--- config.mk ---
export PLATFORM = sky130hd
export DESIGN_NAME = imem_loader
export DESIGN_NICKNAME = d
export VERILOG_FILES = /design/src/rtl/imem_loader.sv
export SDC_FILE = /design/constraint.sdc
export NUM_CORES = 1
export LEC_CHECK = 0
export CAP_MARGIN = 20
export CORE_UTILIZATION = 42
export DETAILED_ROUTE_END_ITERATION = 16
export PLACE_DENSITY_LB_ADDON = 0.25
export SLEW_MARGIN = 20
export SYNTH_ARGS = -nofsm -noshare
export SYNTH_HDL_FRONTEND = slang
export SYNTH_SLANG_ARGS = --single-unit
--- constraint.sdc ---
create_clock -name clk -period 2.2 [get_ports clk]
set_clock_uncertainty 0.05 [all_clocks]
set_input_delay 0.55 -clock clk [delete_from_list [all_inputs] [get_ports clk]]
set_output_delay 0.55 -clock clk [all_outputs]
set_load 0.005 [all_outputs]
--- src/rtl/imem_loader.sv ---
// Instruction-memory program loader: framed byte stream in, one 32-bit write per word out.
// Holds the CPU in reset until a complete image with a matching checksum has been written.
//
// state    | meaning
// ---------+-------------------------------------------------------------
// S_IDLE   | hunting for SYNC_BYTE, other bytes discarded
// S_LEN_HI | next byte is N[15:8]
// S_LEN_LO | next byte is N[7:0], length is range-checked
// S_DATA   | assembling big-endian words, one memory write per word
// S_CSUM   | next byte is compared with the running data checksum
// S_DONE   | image verified, CPU released, no further bytes accepted
// S_ERR    | framing/length/checksum failure, hunting for SYNC_BYTE
module imem_loader #(
  parameter int          ADDR_W    = 10,
  parameter int          MAX_WORDS = 1024,
  parameter logic [7:0]  SYNC_BYTE = 8'hA5
) (
  input  logic              clk,
  input  logic              reset,
  input  logic [7:0]        rx_data,
  input  logic              rx_valid,
  output logic              rx_ready,
  output logic              mem_we,
  output logic [31:0]       mem_addr,
  output logic [31:0]       mem_wdata,
  output logic              cpu_hold,
  output logic              load_done,
  output logic              load_err,
  output logic [ADDR_W:0]   words_loaded
);

  typedef enum logic [2:0] {
    S_IDLE, S_LEN_HI, S_LEN_LO, S_DATA, S_CSUM, S_DONE, S_ERR
  } state_e;

  localparam logic [16:0] MAX_N = 17'(MAX_WORDS);

  state_e            state_q, state_d;
  logic [15:0]       len_q, len_d;
  logic [23:0]       word_q, word_d;
  logic [1:0]        byte_cnt_q, byte_cnt_d;
  logic [ADDR_W:0]   words_q, words_d;
  logic [7:0]        acc_q, acc_d;
  logic              mem_we_q, mem_we_d;
  logic [31:0]       mem_addr_q, mem_addr_d;
  logic [31:0]       mem_wdata_q, mem_wdata_d;

  logic              accept;
  logic [15:0]       len_full;
  logic [ADDR_W:0]   words_inc;

  assign accept    = rx_valid && rx_ready;
  assign len_full  = {len_q[15:8], rx_data};
  assign words_inc = words_q + {{ADDR_W{1'b0}}, 1'b1};

  assign rx_ready     = (state_q != S_DONE);
  assign cpu_hold     = (state_q != S_DONE);
  assign load_done    = (state_q == S_DONE);
  assign load_err     = (state_q == S_ERR);
  assign mem_we       = mem_we_q;
  assign mem_addr     = mem_addr_q;
  assign mem_wdata    = mem_wdata_q;
  assign words_loaded = words_q;

  // Next-state and datapath update; everything advances only on an accepted byte.
  always_comb begin
    state_d     = state_q;
    len_d       = len_q;
    word_d      = word_q;
    byte_cnt_d  = byte_cnt_q;
    words_d     = words_q;
    acc_d       = acc_q;
    mem_we_d    = 1'b0;
    mem_addr_d  = mem_addr_q;
    mem_wdata_d = mem_wdata_q;

    if (accept) begin
      unique case (state_q)
        S_IDLE, S_ERR: begin
          if (rx_data == SYNC_BYTE) begin
            state_d    = S_LEN_HI;
            acc_d      = 8'h00;
            words_d    = '0;
            byte_cnt_d = 2'd0;
          end
        end
        S_LEN_HI: begin
          len_d   = {rx_data, 8'h00};
          state_d = S_LEN_LO;
        end
        S_LEN_LO: begin
          len_d = len_full;
          if (len_full == 16'h0000 || {1'b0, len_full} > MAX_N) begin
            state_d = S_ERR;
          end else begin
            state_d = S_DATA;
          end
        end
        S_DATA: begin
          word_d     = {word_q[15:0], rx_data};
          acc_d      = acc_q + rx_data;
          byte_cnt_d = byte_cnt_q + 2'd1;
          if (byte_cnt_q == 2'd3) begin
            // Word index stays below N <= 2**ADDR_W, so the low ADDR_W bits are exact.
            mem_we_d    = 1'b1;
            mem_wdata_d = {word_q, rx_data};
            mem_addr_d  = {{(30 - ADDR_W){1'b0}}, words_q[ADDR_W-1:0], 2'b00};
            words_d     = words_inc;
            if ({{(15 - ADDR_W){1'b0}}, words_inc} == len_q) begin
              state_d = S_CSUM;
            end
          end
        end
        S_CSUM: begin
          state_d = (rx_data == acc_q) ? S_DONE : S_ERR;
        end
        S_DONE: begin
          state_d = S_DONE;
        end
        default: begin
          state_d = S_IDLE;
        end
      endcase
    end
  end

  // State and datapath registers with asynchronous active-low reset.
  always_ff @(posedge clk or negedge reset) begin
    if (!reset) begin
      state_q     <= S_IDLE;
      len_q       <= 16'h0000;
      word_q      <= 24'h000000;
      byte_cnt_q  <= 2'd0;
      words_q     <= '0;
      acc_q       <= 8'h00;
      mem_we_q    <= 1'b0;
      mem_addr_q  <= 32'h0000_0000;
      mem_wdata_q <= 32'h0000_0000;
    end else begin
      state_q     <= state_d;
      len_q       <= len_d;
      word_q      <= word_d;
      byte_cnt_q  <= byte_cnt_d;
      words_q     <= words_d;
      acc_q       <= acc_d;
      mem_we_q    <= mem_we_d;
      mem_addr_q  <= mem_addr_d;
      mem_wdata_q <= mem_wdata_d;
    end
  end

endmodule

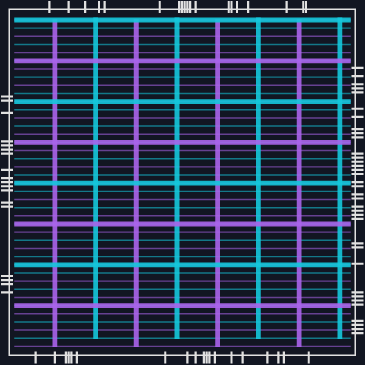
run_1/floorplan.png
(3 px per um) Pins as bars on the die edge.
purple -> VSS
cyan -> VDD
signal pins = 91
rows = 40
met1 rails = 41
met5 straps = 8
met4 straps = 8

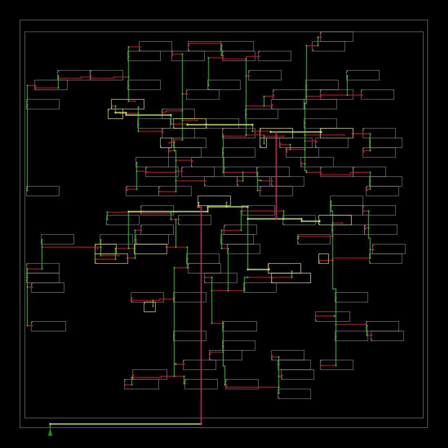
run_1/clock_nets.png
clock buf count: 9
P_clk: 1660 uW
Late-Pin Clk Latency: 0.35 ns
number of buffers created by CTS: 9
flop count: 107

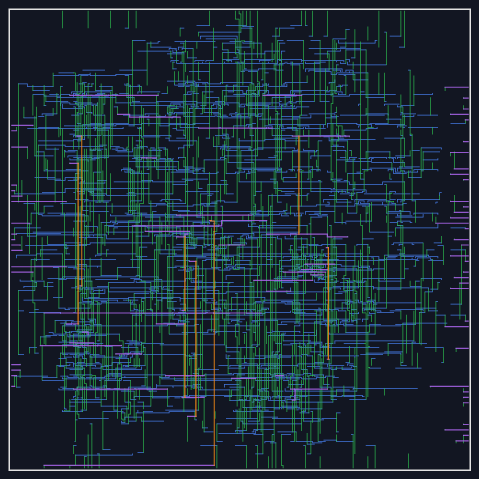
run_1/layers.png
(4 px per um)
green -> M2  # wire length 6210 um
purple -> M3  # wire length 606 um
blue -> M1  # wire length 5850 um
orange -> M4  # wire length 268 um

==> results_dict.tcl, run 1 <==
# place-and-route summary
set metrics [dict create \
    warnings 28 \
    slew-limit-headroom 0.624 \
    p_seq_uw 2770 \
    largest_register_ffs 32 \
    setup_viol 0 \
    fin_ws_ns 0.0359 \
    p_int_uw 4790 \
    cts_tree "yes" \
    max_cap_viol_count 0 \
    die_w_um 115 \
    top_cell "nand2_1" \
    top_usage_layer "met2" \
    drt_wl_total_um 12900 \
    chipArea_um2 13200 \
    r2r-end "state_q[1]" \
    cp_max_fo 5 \
    htree_levels 3 \
    yosys_warnings 0 \
    period_used_share 0.984 \
    fin_setup_tns_ns 0 \
    synth_top_cell_by_area "dfrtp_1" \
    edf_count 0 \
    port_buffers 68 \
    core_um2 12200 \
    crit_start "words_loaded[0]" \
    rows 40 \
    drive_above_1_share 0.206 \
    synth_cell_type_count 61 \
    synthCells 572 \
    ys_top_cells_by_count "188 x nand2_1, 107 x dfrtp_1, 34 x o21ai_0" \
    flop_area_um2 2680 \
    cts-hold-fix-buffers 0 \
    wl_per_cell_um 14.7 \
    power_switching_uw 2090 \
    p_leak_uw 0.00349 \
    final_cells 881 \
    area_growth_pct 33.8 \
    ff_type "dfrtp_1" \
    r2r_slack_ns 0.04 \
    power_uw 6880 \
    vias 4458 \
    syn_area_per_cell_um2 9.35 \
    gr-usage-met2 0.339 \
    status "finished clean" \
    r2r_start "words_loaded[1]" \
    max_freq_mhz 462 \
    cp-end-kind "primary output" \
    firstDrtPassIters 5 \
    worstPathRequired_ns 1.60 \
    grt_max_degree 42 \
    top_power_group "sequential cells" \
    grt_overflow_total 0 \
    fin_util 0.586 \
    postRouteAntennaNets 0 \
    netlist_area_um2 5350 \
    grtUsageTotal 0.210 \
    clkPwrFrac 0.242 \
    io_pins 91 \
    dpl-instance-area_um2 6610 \
    fillers 1092 \
    viasPerCell 5.06 \
    use_met3 0.0453 \
    timing.hold.ws_ns 0.0900 \
    rsz0062_at_grt "yes" \
    yosys_cells 572 \
    grt_pass1_vias 4380 \
    diodes 0 \
    top_area_frac 0.501 \
    arrival_ns 1.56 \
    dp_slack_ns -0.563 \
    yosys-top-cells-area "dfrtp_1 50%, nand2_1 13%, buf_4 3.4%" \
    switching_share 0.303 \
    comb_power_share 0.356 \
    hold_viol_final 0 \
    pwr-share-seq 0.402 \
    comb_area_um2 2520 \
    antenna_found_initial 0 \
    ys_seq_frac 0.501 \
    die_h_um 115 \
    grt_pass1_wl_um 21600 \
    met1_usage 0.281 \
    dp_cells 850 \
    synthArstFlopShare 1.00 \
    cts_root_buf "clkbuf_16" \
    numClockSinks 107 \
    worst-r2r-cell-count 8 \
    gp_congestion 0.949 \
    ir_drop_mv 0.602 \
    nets 730 \
    report.final.slew_viol_count 0 \
    p_comb_uw 2450 \
    setup.worst_path.end "words_loaded[0]" \
    yosys_area_um2 5350 \
    crit_type "register to primary output" \
    fin_area_um2 7160 \
    drc 0 \
    hpwl_um 9380 \
    powerDensity_nw_per_um2 961 \
    start_kind "register" \
    worstHoldPathType "input pin to asynchronous set/reset pin" \
    fp_util 0.438 \
    path_clk_slew_ns 0.08 \
    drt_iter0_drc 242 \
    cts_max_path_buffers 2 \
    synth_flops 107 \
    worstMarginPinSlew_ns 0.560 \
    fin_crit_ns 2.16 \
]
-- run 1: worst max-delay path, stage by stage, from the launching register on --
cell and delay [ns]:
dfrtp_1 0.45, buf_4 0.15, buf_4 0.13, clkdlybuf4s50_1 0.50
-- run 1: layout by cell type, fill, tap and decap left out, types with 5 or more instances in the layout --
master and count:
buf_4 83, inv_1 7, a22o_1 13, and3_1 6, o21ai_0 32, nand2_1 187
nor2_1 14, mux2_1 9, ha_4 5, mux2_2 14, o21ai_1 11, xnor2_1 11
dfrtp_2 5, dfrtp_1 102, nor2b_1 7, nand3_1 5, clkbuf_16 9, xor2_1 5
clkdlybuf4s50_1 59, conb_1 22, nor3_1 6, a21oi_1 9
-- run 1: per-layer routing --
metal | share of wire | vias to the layer above
li1 | - | 2163
met1 | 0.45 | 2151
met2 | 0.48 | 128
met3 | 0.047 | 16
met4 | 0.021 | 0
met5 | 0 | -
-- run 1: kinds of logic (layout without fill, tap and decap cells) --
logic type / after synthesis / after routing / synth area share
AND/OR/NAND/NOR: 256 / 256 / 0.211
flip-flops: 107 / 107 / 0.501
AND-OR/OR-AND: 95 / 95 / 0.116
buffers and inverters: 60 / 180 / 0.0632
multiplexers: 25 / 25 / 0.0522
XOR/XNOR: 17 / 17 / 0.0292
adder cells (fa/ha/maj): 11 / 11 / 0.0271
other: 1 / 22 / 0.000701
-- run 1: final cells by class --
type                       count  share of cell area
clock buffer                   9              0.0315
clock inverter                 7              0.0122
inverter                       9             0.00472
multi-input combinational    426               0.353
sequential                   107               0.375
tap                          168              0.0294
timing repair buffer         155               0.194
-- run 1: timing repair --
item | CTS | global route
endpoints found under the setup margin | 9 | 13
gates cloned | 0 | 0
resized | 15 | 17
pin swaps | 10 | 5
buffers inserted | 5 | 10
run_1/clock_wires.png
(2 px per um)
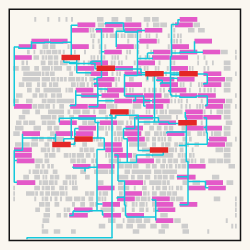

## Run 2: what changed since run 1
- CORE_ASPECT_RATIO: unset -> 0.8
- CORE_MARGIN: unset -> 5
- TNS_END_PERCENT: unset -> 10
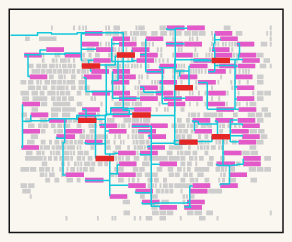
run_2/clock_wires.png
(2 px per um)
magenta -> flip-flops  # count 107
cyan -> clock wires  # length 1260 um
red -> clock-net drivers  # count 9
routed clock nets = 10

==> run 2 against run 1 <==
Effect of this change:
- core utilization shrank 1.5 points
- total power shrank 1.9%
- largest power group unchanged
- synthesized area is the same
==> results_dict.tcl, run 2 <==
# place-and-route summary
set metrics [dict create \
    hold_viol_final 0 \
    numCtsBuffers 9 \
    fin_area_um2 7040 \
    vias 4436 \
    largest_register_ffs 32 \
    ff_type "dfrtp_1" \
    worstHoldPathType "input pin to asynchronous set/reset pin" \
    netlist_area_um2 5350 \
    warnings 28 \
    die_h_um 111 \
    rsz0062_at_grt "yes" \
    final_cells 870 \
    worstPathRequired_ns 2.38 \
    numClockSinks 107 \
    ys_seq_frac 0.501 \
    grt_pass1_vias 4461 \
    p_comb_uw 2410 \
    setup_viol 0 \
    crit_type "register to register" \
    path_clk_slew_ns 0.08 \
    grtUsageTotal 0.182 \
    gp_congestion 0.834 \
    arrival_ns 2.38 \
    power_uw 6750 \
    worstMarginPinSlew_ns 0.557 \
    cts_tree "yes" \
    top_cell "nand2_1" \
    drive_above_1_share 0.187 \
    syn_area_per_cell_um2 9.35 \
    die_w_um 136 \
    synthArstFlopShare 1.00 \
    drt_wl_total_um 13400 \
    status "finished clean" \
    switching_share 0.309 \
    cp-end-kind "register" \
    firstDrtPassIters 5 \
    slew-limit-headroom 0.626 \
    pwr-share-seq 0.408 \
    p_int_uw 4660 \
    wl_per_cell_um 15.4 \
    drt_iter0_drc 191 \
    synth_cell_type_count 61 \
    edf_count 0 \
    chipArea_um2 15100 \
    cts_root_buf "clkbuf_16" \
    clk_latency_ns 0.35 \
    post-cts-setup-buffers 4 \
    report.final.slew_viol_count 0 \
    ir_drop_mv 0.564 \
    viasPerCell 5.10 \
    io_pins 91 \
    r2r_start "words_loaded[3]" \
    cts_max_path_buffers 2 \
    p_leak_uw 0.00342 \
    lay_top_count "nand2_1" \
    grt_overflow_total 0 \
    synth_flops 107 \
    grt_max_degree 36 \
    fp_util 0.433 \
    start_kind "register" \
    cp_max_fo 5 \
    power_switching_uw 2090 \
    port_buffers 68 \
    nets 716 \
    area_growth_pct 31.6 \
    grt_pass1_wl_um 22300 \
    clkPwrFrac 0.235 \
    fillers 1091 \
    postRouteAntennaNets 0 \
    htree_levels 3 \
    drc 0 \
    core_um2 12300 \
    top_power_group "sequential cells" \
    max_freq_mhz 456 \
    yosys-top-cells-area "dfrtp_1 50%, nand2_1 13%, buf_4 3.4%" \
    antenna_found_initial 0 \
    cts_resized 18 \
    pg_clk_uw 1580 \
    dpl-instance-area_um2 6580 \
    synth_top_cell_by_area "dfrtp_1" \
    crit_start "words_loaded[3]" \
    dp_cells 846 \
    r2r-end "state_q[1]" \
    ys_top_cells_by_count "188 x nand2_1, 107 x dfrtp_1, 34 x o21ai_0" \
    top_area_frac 0.501 \
    synthCells 572 \
    r2r_slack_ns 0.007 \
    max_cap_viol_count 0 \
    period_used_share 0.997 \
    cts-hold-fix-buffers 0 \
    yosys_cells 572 \
    fin_crit_ns 2.19 \
    yosys_area_um2 5350 \
    rows 36 \
    yosys_warnings 0 \
    worst-r2r-cell-count 6 \
    p_seq_uw 2750 \
    setup.worst_path.end "state_q[1]" \
    powerDensity_nw_per_um2 958 \
    diodes 0 \
    final_cell_mix "187 x nand2_1, 103 x dfrtp_1, 68 x buf_4" \
    hpwl_um 9650 \
    comb_power_share 0.358 \
    timing.hold.ws_ns 0.113 \
]
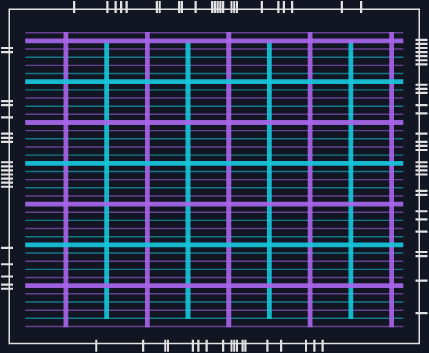
run_2/floorplan.png
(3 px per um) Pins as bars on the die edge.
purple -> VSS
cyan -> VDD
rows = 36
signal pins = 91
met5 straps = 7
met1 rails = 37

run 2: area by class of cell:
type	instances	area, um2	share of cell area
timing repair buffer	141	1300	0.185
clock buffer	10	239	0.0339
clock inverter	6	55.1	0.00782
multi-input combinational	426	2510	0.357
sequential	107	2680	0.381
tap	171	214	0.0304
inverter	9	33.8	0.00480
run 2: cell families after synthesis:
| group | after synthesis | share of synthesized area |
|---|---|---|
| flip-flops | 107 | 0.501 |
| adder cells (fa/ha/maj) | 11 | 0.0271 |
| AND/OR/NAND/NOR | 256 | 0.211 |
| XOR/XNOR | 17 | 0.0292 |
| multiplexers | 25 | 0.0522 |
| AND-OR/OR-AND | 95 | 0.116 |
| buffers and inverters | 60 | 0.0632 |
| other | 1 | 0.000701 |
run 2: through the flow:
step,setup slack [ns],utilization,setup TNS [ns]
floorplan,0.0413,-,0
global placement,-0.506,0.533,-9.76
detailed placement,-0.557,0.533,-11.24
CTS,-0.0161,0.564,-0.0161
global route,-0.0770,0.571,-0.121
finish,0.00666,0.571,0
run 2: critical path, cell delays in order, from the launching register on:
cell and delay (ns):
dfrtp_1 0.47, xor2_2 0.21, xnor2_1 0.15, or4_4 0.55, a2111oi_4 0.21, nand4_1 0.21
a31o_1 0.23
run 2: worst min-delay path by stage:
stage,startpoint,end,slack (ns),cells after the start
floorplan,reset,acc_q[0],0.20,0
global placement,word_q[20],mem_wdata[28],0.41,2
detailed placement,word_q[22],mem_wdata[30],0.41,2
CTS,reset,byte_cnt_q[1],0.12,1
global route,reset,len_q[13],0.14,1
finish,reset,byte_cnt_q[1],0.11,1
run 2: metal layers:
layer,vias to the layer above,GRT usage,wire (um)
met5,-,0,0
met4,0,0.0531,250
met3,20,0.0408,726
met2,122,0.278,6130
met1,2153,0.259,6260
li1,2141,-,-
No activity file was given, so power comes from the tool's default toggle rates.
